[src/rtl/seq_multiplier_if.sv]
// Operand/result bundle for the iterative multiplier.
// The execute stage drives the master side; the multiplier implements the slave side.
interface seq_multiplier_if #(
  parameter int WIDTH = 16
);
  logic [3:0]         control;
  logic [WIDTH-1:0]   multiplicand;
  logic [WIDTH-1:0]   multiplier;
  logic               busy;
  logic               validity;
  logic [2*WIDTH-1:0] result;

  modport master (
    output control, multiplicand, multiplier,
    input  busy, validity, result
  );

  modport slave (
    input  control, multiplicand, multiplier,
    output busy, validity, result
  );
endinterface

[src/rtl/seq_multiplier.sv]
// Iterative shift-add 16x16 multiplier for MULT/MULTU; signed ops run on magnitudes.
// Optional macro MULT_EARLY_TERM_EN ends iteration once the remaining multiplier bits are zero.
//
// state | meaning
// IDLE  | waiting for an operation; result/validity held
// RUN   | one shift-add iteration per cycle
// FIX   | sign correction and result write
module seq_multiplier #(
  parameter int WIDTH = 16
) (
  input  logic                 clk,
  input  logic                 rst_n,
  seq_multiplier_if.slave      bus
);
  localparam int CW = (WIDTH > 1) ? $clog2(WIDTH) : 1;
  localparam logic [3:0] OP_MULT  = 4'b1010;
  localparam logic [3:0] OP_MULTU = 4'b1011;

  typedef enum logic [1:0] {S_IDLE, S_RUN, S_FIX} state_e;

  state_e             state_q;
  logic [2*WIDTH-1:0] mcand_q;
  logic [2*WIDTH-1:0] acc_q;
  logic [2*WIDTH-1:0] result_q;
  logic [WIDTH-1:0]   mplier_q;
  logic [CW-1:0]      counter_q;
  logic               neg_q;
  logic               busy_q;
  logic               validity_q;

  logic               op_valid_d;
  logic               op_signed_d;
  logic [WIDTH-1:0]   a_mag_d;
  logic [WIDTH-1:0]   b_mag_d;
  logic               neg_d;
  logic [2*WIDTH-1:0] acc_d;
  logic [WIDTH-1:0]   mplier_d;
  logic               last_iter_d;
  logic [2*WIDTH-1:0] product_d;

  always_comb begin
    op_signed_d = (bus.control == OP_MULT);
    op_valid_d  = op_signed_d || (bus.control == OP_MULTU);
    // Magnitude of the most-negative value wraps to itself, which is correct as unsigned.
    a_mag_d = (op_signed_d && bus.multiplicand[WIDTH-1]) ? -bus.multiplicand : bus.multiplicand;
    b_mag_d = (op_signed_d && bus.multiplier[WIDTH-1])   ? -bus.multiplier   : bus.multiplier;
    neg_d   = op_signed_d && (bus.multiplicand[WIDTH-1] ^ bus.multiplier[WIDTH-1]);
    acc_d    = mplier_q[0] ? (acc_q + mcand_q) : acc_q;
    mplier_d = mplier_q >> 1;
`ifdef MULT_EARLY_TERM_EN
    last_iter_d = (mplier_d == '0) || (counter_q == CW'(WIDTH - 1));
`else
    last_iter_d = (counter_q == CW'(WIDTH - 1));
`endif
    product_d = neg_q ? -acc_q : acc_q;
  end

  always_ff @(posedge clk) begin
    if (!rst_n) begin
      state_q    <= S_IDLE;
      mcand_q    <= '0;
      acc_q      <= '0;
      result_q   <= '0;
      mplier_q   <= '0;
      counter_q  <= '0;
      neg_q      <= 1'b0;
      busy_q     <= 1'b0;
      validity_q <= 1'b0;
    end else begin
      case (state_q)
        S_IDLE: begin
          if (op_valid_d) begin
            mcand_q    <= {{WIDTH{1'b0}}, a_mag_d};
            mplier_q   <= b_mag_d;
            neg_q      <= neg_d;
            acc_q      <= '0;
            counter_q  <= '0;
            busy_q     <= 1'b1;
            validity_q <= 1'b0;
            state_q    <= S_RUN;
          end
        end
        S_RUN: begin
          acc_q     <= acc_d;
          mcand_q   <= mcand_q << 1;
          mplier_q  <= mplier_d;
          counter_q <= counter_q + CW'(1);
          if (last_iter_d) state_q <= S_FIX;
        end
        S_FIX: begin
          result_q   <= product_d;
          validity_q <= 1'b1;
          busy_q     <= 1'b0;
          state_q    <= S_IDLE;
        end
        default: state_q <= S_IDLE;
      endcase
    end
  end

  assign bus.busy     = busy_q;
  assign bus.validity = validity_q;
  assign bus.result   = result_q;
endmodule

[src/flat_wrapper.sv]
// flat-port wrapper written by rule: the top's interface ports become plain ports
module seq_multiplier_flat 
#(
  parameter int WIDTH = 16
)
  (clk, rst_n, bus_control, bus_multiplicand, bus_multiplier, bus_busy, bus_validity, bus_result);
  seq_multiplier_if #(.WIDTH(WIDTH)) bus_i ();
  input  logic clk;
  input  logic rst_n;
  input wire logic [$bits(bus_i.control)-1:0] bus_control;
  input wire logic [$bits(bus_i.multiplicand)-1:0] bus_multiplicand;
  input wire logic [$bits(bus_i.multiplier)-1:0] bus_multiplier;
  output wire logic [$bits(bus_i.busy)-1:0] bus_busy;
  output wire logic [$bits(bus_i.validity)-1:0] bus_validity;
  output wire logic [$bits(bus_i.result)-1:0] bus_result;
  assign bus_i.control = bus_control;
  assign bus_i.multiplicand = bus_multiplicand;
  assign bus_i.multiplier = bus_multiplier;
  assign bus_busy = bus_i.busy;
  assign bus_validity = bus_i.validity;
  assign bus_result = bus_i.result;
  seq_multiplier #(.WIDTH(WIDTH)) u_core (.clk(clk), .rst_n(rst_n), .bus(bus_i));
endmodule
[config.mk]
export PLATFORM = sky130hd
export DESIGN_NAME = seq_multiplier_flat
export DESIGN_NICKNAME = d
export VERILOG_FILES = /design/src/rtl/seq_multiplier_if.sv /design/src/rtl/seq_multiplier.sv /design/src/flat_wrapper.sv
export SDC_FILE = /design/constraint.sdc
export NUM_CORES = 1
export LEC_CHECK = 0
export CAP_MARGIN = 30
export CORE_MARGIN = 2
export CORE_UTILIZATION = 56
export CTS_CLUSTER_SIZE = 30
export DETAILED_ROUTE_END_ITERATION = 7
export GPL_ROUTABILITY_DRIVEN = 0
export GPL_TIMING_DRIVEN = 0
export PLACE_DENSITY = 0.76
export SYNTH_ARGS = -nofsm -noshare
export SYNTH_HDL_FRONTEND = slang
export SYNTH_SLANG_ARGS = --single-unit
[constraint.sdc]
create_clock -name clk -period 3.8 [get_ports clk]
set_clock_uncertainty 0.2 [all_clocks]
set_input_delay 0.76 -clock clk [delete_from_list [all_inputs] [get_ports clk]]
set_output_delay 0.76 -clock clk [all_outputs]
set_load 0.01 [all_outputs]
Fig. 1: run 1, the clock network
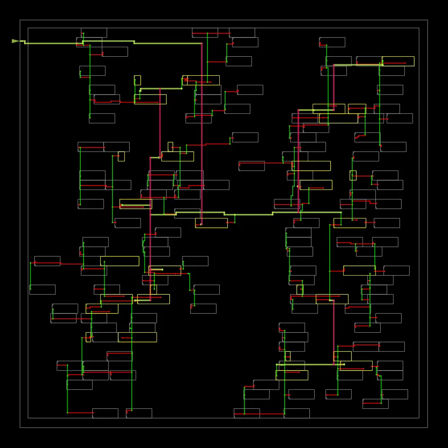
number of buffers created by CTS: 17
clk_buf instances: 23
power dissipated in the clock network: 0.00167 W

Fig. 2: run 1, placed cells, one color a class
Fill, decap, tap and diode cells in gray.
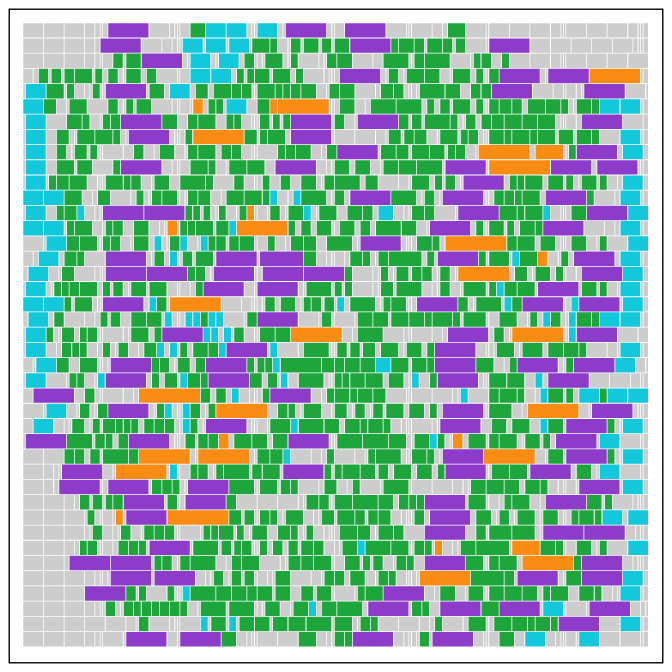
color	class	cells
cyan	remaining buffers and delay cells	126
green	remaining logic cells	716
purple	registers	121
orange	clock drivers and dummy loads	32

==> run notes, run 1 <==
Implementation results.

The run finished with clean final reports. Registers represent a cell area share of 0.280. The timing report notes that buffer and inverter cells on the critical path total 1. The power density over the cells is 366 nW/um2. The number of standard-cell rows in the floorplan is 41. The flow reports power dissipated in sequential cells as 0.00130 W. The worst setup slack after layout is 0.173 ns. The share of total power in sequential cells is 0.409.

The chip footprint is 13600 um2. Hold analysis shows the worst path with a depth of 2. The script logs the mean routed wire length per placed instance as 15.3 um.

The final layout report lists a non-clock inverter count of 16. In the power breakdown, the internal column shows 0.00249 W. Ranked by total cell area, the synthesized netlist is headed by dfxtp_1 34%, xor2_1 6.7%, a21oi_1 6.6%. The top routing layer in use is met4. The dominant logic cell type in the layout is dfxtp_1. The global route stage reports its total congestion overflow as 0.

The layout summary lists the proportion of cells stronger than drive strength 1 as 0.0482. The final layout contains 1056 nets. The portion of total power attributed to the clock network is 0.526. The detailed router finished its first iteration with 391 violations. The switching portion of total power comes to 0.213. The kind of end point of the critical path is a flip-flop. According to the timing report, the critical path is launched from u_core.acc_q[0].

Ranked by instance count, the synthesized netlist is headed by 121 x dfxtp_1, 103 x nand2_1, 94 x a21oi_1, 78 x nor2_1, 54 x xor2_1. The detailed-route wire length is 17.9 mm. The number of multi-input combinational cells in the layout is 700. The first global-routing pass estimated 28.7 mm of wire. The met3 usage in global routing is 0.0498. Of the total standard cell area in the layout, the multi-input combinational portion is 0.511. The setup slack of the worst register-to-register path is 0.17 ns. The via density per instance is 5.71.

The area taken by multi-input combinational cells is reported as 4420 um2. The count of final hold-check violations is 0. The final count of pins violating max slew is 0. The xor and xnor area share after synthesis is 0.104.

Once the clock tree was built, the resizer swapped 0 gates to a different size. The initial utilization of the core area, before any placement, comes to 0.569. The post-CTS setup buffer count is 0.

The leakage power summed over all cells is 3.35 nW. The number of antenna violations at the first check in global routing came to 0. The maximum operating frequency is 276 MHz. The sequential cell count of the final layout is 121. The tool warning count for the run is 26.

The height of the chip is 117 um. The layout has 1077 filler cells. The part of the power in combinational logic is 0.064.

The library cell with the highest instance count after synthesis is dfxtp_1. The destination of the worst hold path is u_core.bus.busy. The cell-mix breakdown from Yosys lists the adder-cell area share as 0.0646. Summed over all nets, the half-perimeter wirelength after detailed placement is 13.6 mm.

Per the final report, the share of cell area in non-clock buffers is 0.107. The synthesized netlist handed to floorplanning was reported with a cell count of 890. The cell area after synthesis is 7090 um2. The proportion of synthesized chip area in sequential cells is 0.342.

The end of the critical path is u_core.acc_q[28]. The buffer_ports step reported a buffer count of 71.
Fig. 3: run 1, signal wires on met1
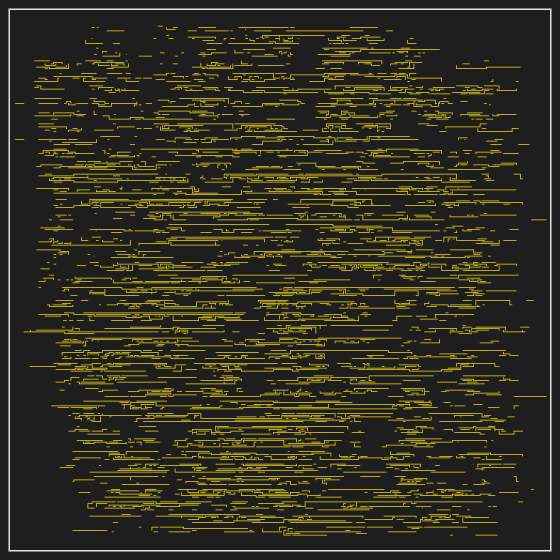
wire length on this layer	8080 um
share of all routed wire	45%
longest straight run	34.5 um
GR met1 Demand/Resource: 0.348
Via Count: 6665

Fig. 4: run 1, signal metal coverage by tile
Scale bar: 20 um. 23 x 23 tiles, from dark blue (low) to red (high), scaled to the fullest tile. Values are wire area over tile area, all layers added.
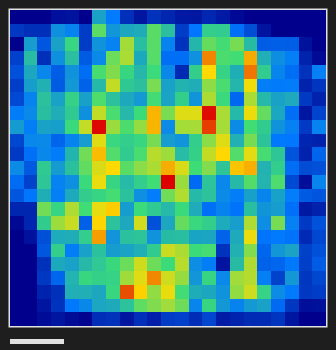
nearly empty tiles	6.4%
fullest tile	0.60
mean over tiles	0.21
tiles over half the peak	24%
densest ninth of the die	middle

--- run 2 (diff from run 1) ---
--- a/config.mk
+++ b/config.mk
@@ -10,9 +10,10 @@
 export CORE_UTILIZATION = 56
 export CTS_CLUSTER_SIZE = 30
 export DETAILED_ROUTE_END_ITERATION = 7
-export GPL_ROUTABILITY_DRIVEN = 0
 export GPL_TIMING_DRIVEN = 0
 export PLACE_DENSITY = 0.76
+export REMOVE_ABC_BUFFERS = 1
+export SKIP_LAST_GASP = 1
 export SYNTH_ARGS = -nofsm -noshare
 export SYNTH_HDL_FRONTEND = slang
 export SYNTH_SLANG_ARGS = --single-unit
Fig. 5: run 2, M3 wires
Scale bar: 20 um.
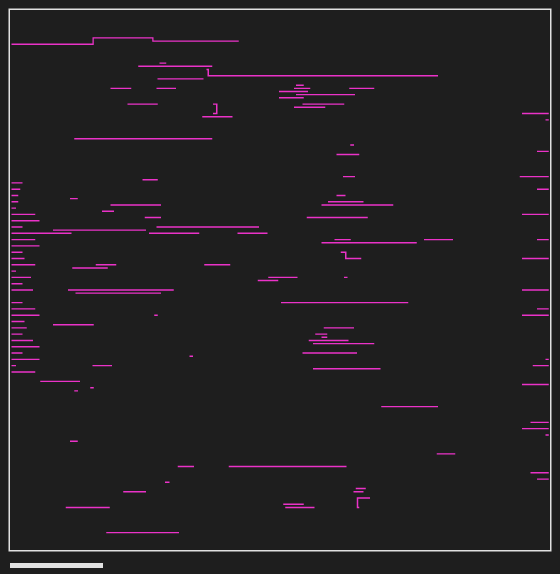
main direction	horizontal
share of all routed wire	4.8%
wire length on this layer	829 um
nets with wire on the layer	99

Fig. 6: run 2, signal wires on met1
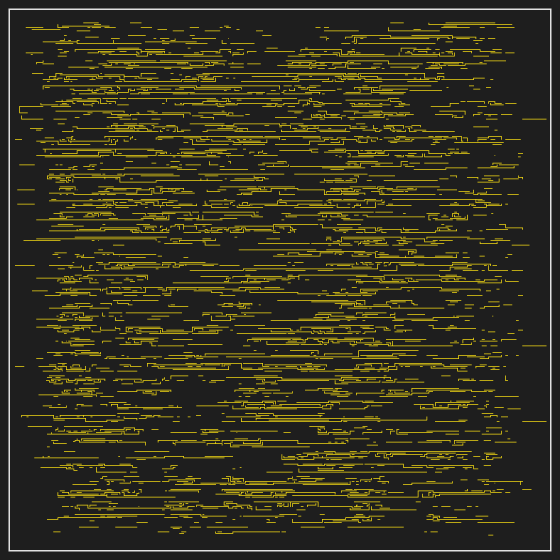
GR met1 Demand/Resource: 0.355
Via Count: 6534
routed wire length: 17.3 mm

==> run notes, run 2 <==
Implementation results.

The flow ran to the end, and the final reports show no timing, DRC or antenna violations. The number of resized instances in the post-cts repair step came to 0 (unchanged). The post-placement cell count is 1086. The peak supply drop is 0.269 mV. The critical path ends at u_core.acc_q[31]. The proportion of synthesized chip area in sequential cells is 0.342 (unchanged). The number of standard-cell rows in the floorplan is 41 (unchanged).

The post-synthesis adder-cell area fraction is 0.0646 (unchanged). The hold buffer count at CTS is 0. For the final routed database, the setup TNS stands at 0 ns. The warning total across the stage logs is 26 (unchanged). The footprint of the flip-flops and latches is 2420 um2. The net total in the final layout is 1010 (-4.4%).

The number of DRC markers after the initial detailed-route iteration is 471 (+20%). By area the synthesized netlist is led by dfxtp_1 34%, xor2_1 6.7%, a21oi_1 6.6%. The layer with the highest usage is met2. The sequential cell count of the final layout is 121 (unchanged).

By count the netlist is led by 121 x dfxtp_1, 103 x nand2_1, 94 x a21oi_1, 78 x nor2_1, 54 x xor2_1. The part of the power in combinational logic is 0.068 (+0.004). Entering global routing, the biggest net connects 77 pins. By instance count, the leading cell after synthesis is dfxtp_1. In this run the critical register-to-register path is captured at u_core.acc_q[31]. The cell-internal power is 0.00229 W (-8.1%). The number of buffers created by CTS is 17 (unchanged).

The fraction of area in multi-input gates came to 0.519 (+0.00850). The destination of the worst hold path is u_core.mplier_q[0]. The number of antenna violations at the first check in global routing is 0 (unchanged). The power density over the cells is 350 nW/um2 (-4.2%). The leakage power summed over all cells was 3.32 nW (-1.1%).

The xor and xnor area share after synthesis is 0.104 (unchanged). Per the synthesis report, the simple-gate share of the synthesized area is 0.194. The power attributed to sequential cells is 0.00130 W (about the same). STA classifies the critical path endpoint as a flip-flop.

The height of the chip came to 117 um (unchanged). The worst slew margin relative to its limit is 0.267. The pre-CTS worst setup slack is 0.119 ns. The first detailed-routing pass ran for 5 iterations.

The proportion of netlist area held by the largest area contributor is 0.342. The chip footprint is 13600 um2 (unchanged). The final count of pins violating max slew is 0 (unchanged). The portion of total power attributed to the clock network is 0.502 (-0.024). The cell area after synthesis was 7090 um2 (unchanged). The post-CTS setup buffer count is 0 (unchanged). The number of multi-input combinational cells in the layout was 700 (unchanged). The number of buffers and inverters on the critical path came to 0 (-1).

In this run the worst setup path begins at u_core.acc_q[1]. The share of final layout cell area taken by non-clock buffers came to 0.101 (-0.00560). The top routing layer in use is met4. The final antenna diode tally reported by the flow is 0.

The met3 usage in global routing was 0.0519 (+0.00208). The cell repeated most along the worst path is o31ai_1. The estimated wirelength of the detail-placed design is 12.5 mm (-8.5%). The switching part of the total is 0.240 (+0.0271). The met2 demand-to-capacity share in global routing is 0.421. Warnings reported by Yosys during synthesis add up to 0. By instance count after routing, the leading logic cell types are 121 x dfxtp_1, 103 x nand2_1, 92 x a21oi_1, 76 x nor2_1, 71 x clkdlybuf4s50_1. The setup slack of the worst register-to-register path is 0.23 ns (+0.06 ns). In the detailed route, the total length drawn on met2 is 7.87 mm. The number of port buffers is 71 (unchanged). The H-tree was split into 4 levels.

The number of nets still failing antenna checks after routing is 0. The maximum operating frequency is 280 MHz (+1.6%). The routed length per instance was 15.5 um (+0.79%). The share of total power in sequential cells is 0.430 (+0.021). The count of final hold-check violations is 0 (unchanged). The floorplan-stage core utilization is 0.569 (unchanged).

The worst hold path cell count is 2 (unchanged). The first-pass GRT wire length is 28.4 mm (-1.1%). The via density per instance is 5.83 (+2.1%). The clock transition at the registers of the reported paths is 0.06 ns. The fraction of standard cell area that is sequential is 0.281 (+0.00156). The footprint of the multi-input gates is 4470 um2 (+1.0%).

The total congestion overflow after global routing is 0 (unchanged). The final power report lists total power as 0.00301 W. The synthesized netlist cell count came to 890 (unchanged). In this run the standard cell core region covers 12500 um2.

The inverter count of the layout excluding clock inverters came to 16 (unchanged). At the end of the flow the core is filled with cells to 0.691. The filler cell count is 1037 (-3.7%). The worst setup slack after layout is 0.232 ns (+0.0585 ns).

The layout cell share with drive strength beyond 1 came to 0.0685 (+0.0203). Leaving out fill and tap cells, the most frequent cell in the layout is dfxtp_1. In this run the clock root is driven by a clkbuf_16.
Fig. 7: run 2, the clock network
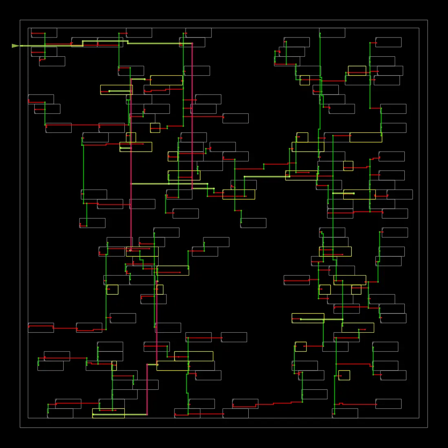
TritonCTS sink count: 121
power dissipated in the clock network: 0.00151 W
Worst-Skew Late Latency: 0.41 ns
clk_buf instances: 19

--- run 3 (diff from run 2) ---
--- a/config.mk
+++ b/config.mk
@@ -5,13 +5,14 @@
 export SDC_FILE = /design/constraint.sdc
 export NUM_CORES = 1
 export LEC_CHECK = 0
+export ABC_AREA = 1
 export CAP_MARGIN = 30
 export CORE_MARGIN = 2
 export CORE_UTILIZATION = 56
 export CTS_CLUSTER_SIZE = 30
 export DETAILED_ROUTE_END_ITERATION = 7
 export GPL_TIMING_DRIVEN = 0
-export PLACE_DENSITY = 0.76
+export PLACE_DENSITY = 0.75
 export REMOVE_ABC_BUFFERS = 1
 export SKIP_LAST_GASP = 1
 export SYNTH_ARGS = -nofsm -noshare
Fig. 8: run 3, the clock network
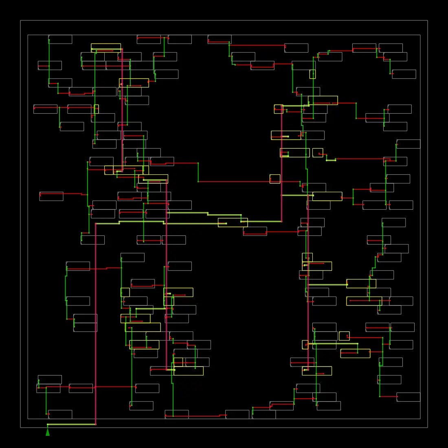
Worst-Skew Late Latency: 0.43 ns
power dissipated in the clock network: 0.00159 W

Fig. 9: run 3, placed cells, one color a class
Fill, decap, tap and diode cells in gray.
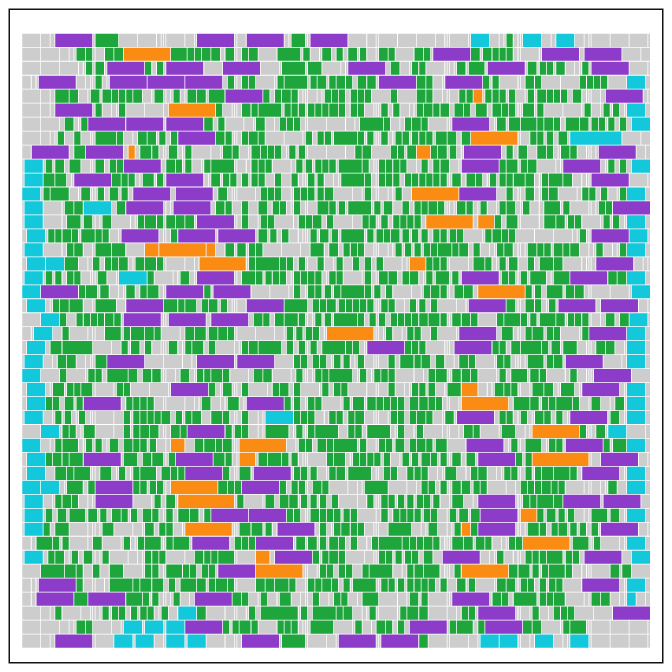
color	class	cells
purple	registers	121
green	remaining logic cells	1244
cyan	remaining buffers and delay cells	75
orange	clock drivers and dummy loads	32
Std-Cell Core Area: 14600 um2
Util after Layout: 0.673
area of all placed cells without fillers: 9860 um2
share of cell area taken by flip-flops and latches: 0.246
num rows: 44

==> run notes, run 3 <==
Implementation results.

The run finished with clean final reports. The cell that appears most often on the critical path is nand2_1. The via density per instance is 5.28 (-9.4%). The final count of pins violating max slew is 0 (unchanged). The clock buffer instance count of the final layout is 18 (-1). The warning total across the stage logs came to 25 (-3.8%).

The inverter count of the layout excluding clock inverters is 223 (+207). The filler cell count is 1419 (+37%). The number of sinks handled by clock tree synthesis was 121 (unchanged). The post-synthesis simple-gate area fraction was 0.358 (+0.163). The number of DRC markers after the initial detailed-route iteration came to 533 (+13%). The pin count of the biggest net entering global routing came to 87 (+13%). The post-placement cell count is 1624 (+50%). The met2 demand-to-capacity share in global routing was 0.495 (+0.0744).

The floorplan-stage core utilization is 0.578 (+0.00920). The first-pass GRT wire length is 37.1 mm (+31%). The net total in the final layout is 1533 (+52%).

The leakage power summed over all cells is 4.69 nW (+41%). The switching part of the total is 0.251 (+0.0108). The height of the chip is 127 um (+8.9%). The number of H-tree branching levels came to 4 (unchanged).

The part of the power in combinational logic was 0.074 (+0.006). The clock transition at the registers of the reported paths came to 0.06 ns (about the same). The number of port buffers is 71 (unchanged). The total congestion overflow after global routing was 0 (unchanged). The number of multi-input combinational cells in the layout is 1021 (+46%). The proportion of netlist area held by the largest area contributor was 0.286 (-0.0554).

The layer with the highest usage is met2. The estimated wirelength of the detail-placed design is 16.5 mm (+32%). For reference, the top cells by count after synthesis are 429 x nand2_1, 217 x inv_1, 150 x nor2_1, 121 x dfxtp_1, 105 x a21oi_1.

The footprint of the multi-input gates is 5010 um2 (+12%). The dominant logic cell type in the layout is nand2_1. The number of antenna violations at the first check in global routing is 0 (unchanged). The synthesized netlist cell count is 1410 (+58%).

The top routing layer in use is met4. The worst hold path cell count was 2 (unchanged). The xor and xnor area share after synthesis is 0.0300 (-0.0738). Sorting the synthesized cells by area gives the leading types as dfxtp_1 29%, nand2_1 19%, inv_1 9.6%. The worst setup slack after layout is 0.381 ns (+0.150 ns). The hold buffer count at CTS is 0 (unchanged). The chip footprint is 16100 um2 (+19%). STA classifies the critical path endpoint as a flip-flop. The proportion of synthesized chip area in sequential cells came to 0.286 (-0.0554).

The first-pass iteration count of the detailed router is 5 (unchanged). The routed length per instance is 13.3 um (-14%). The footprint of the flip-flops and latches came to 2420 um2 (unchanged). The setup slack of the worst register-to-register path was 0.59 ns (+0.36 ns).

The cell-internal power came to 0.00234 W (+2.1%). The worst hold path terminates at u_core.mplier_q[0]. The post-CTS setup buffer count is 0 (unchanged).
Fig. 10: run 3, M3 wires
Scale bar: 50 um.
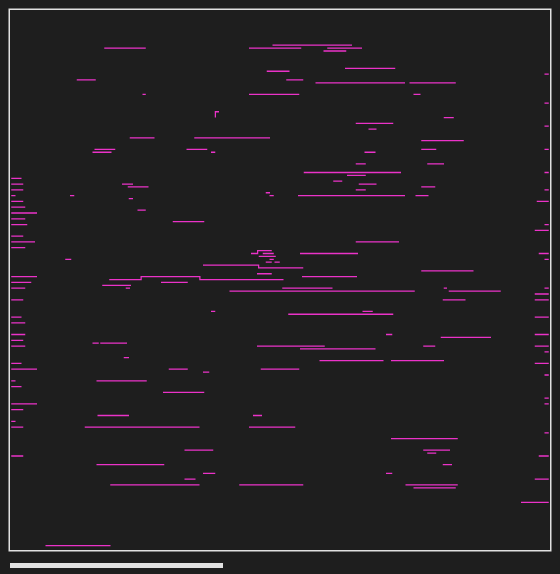
main direction	horizontal
longest straight run	43.2 um
Via Count: 8748
global routing usage on met3: 0.0350
routed wire length: 22.0 mm

Power is estimated from default activity; no workload was simulated.
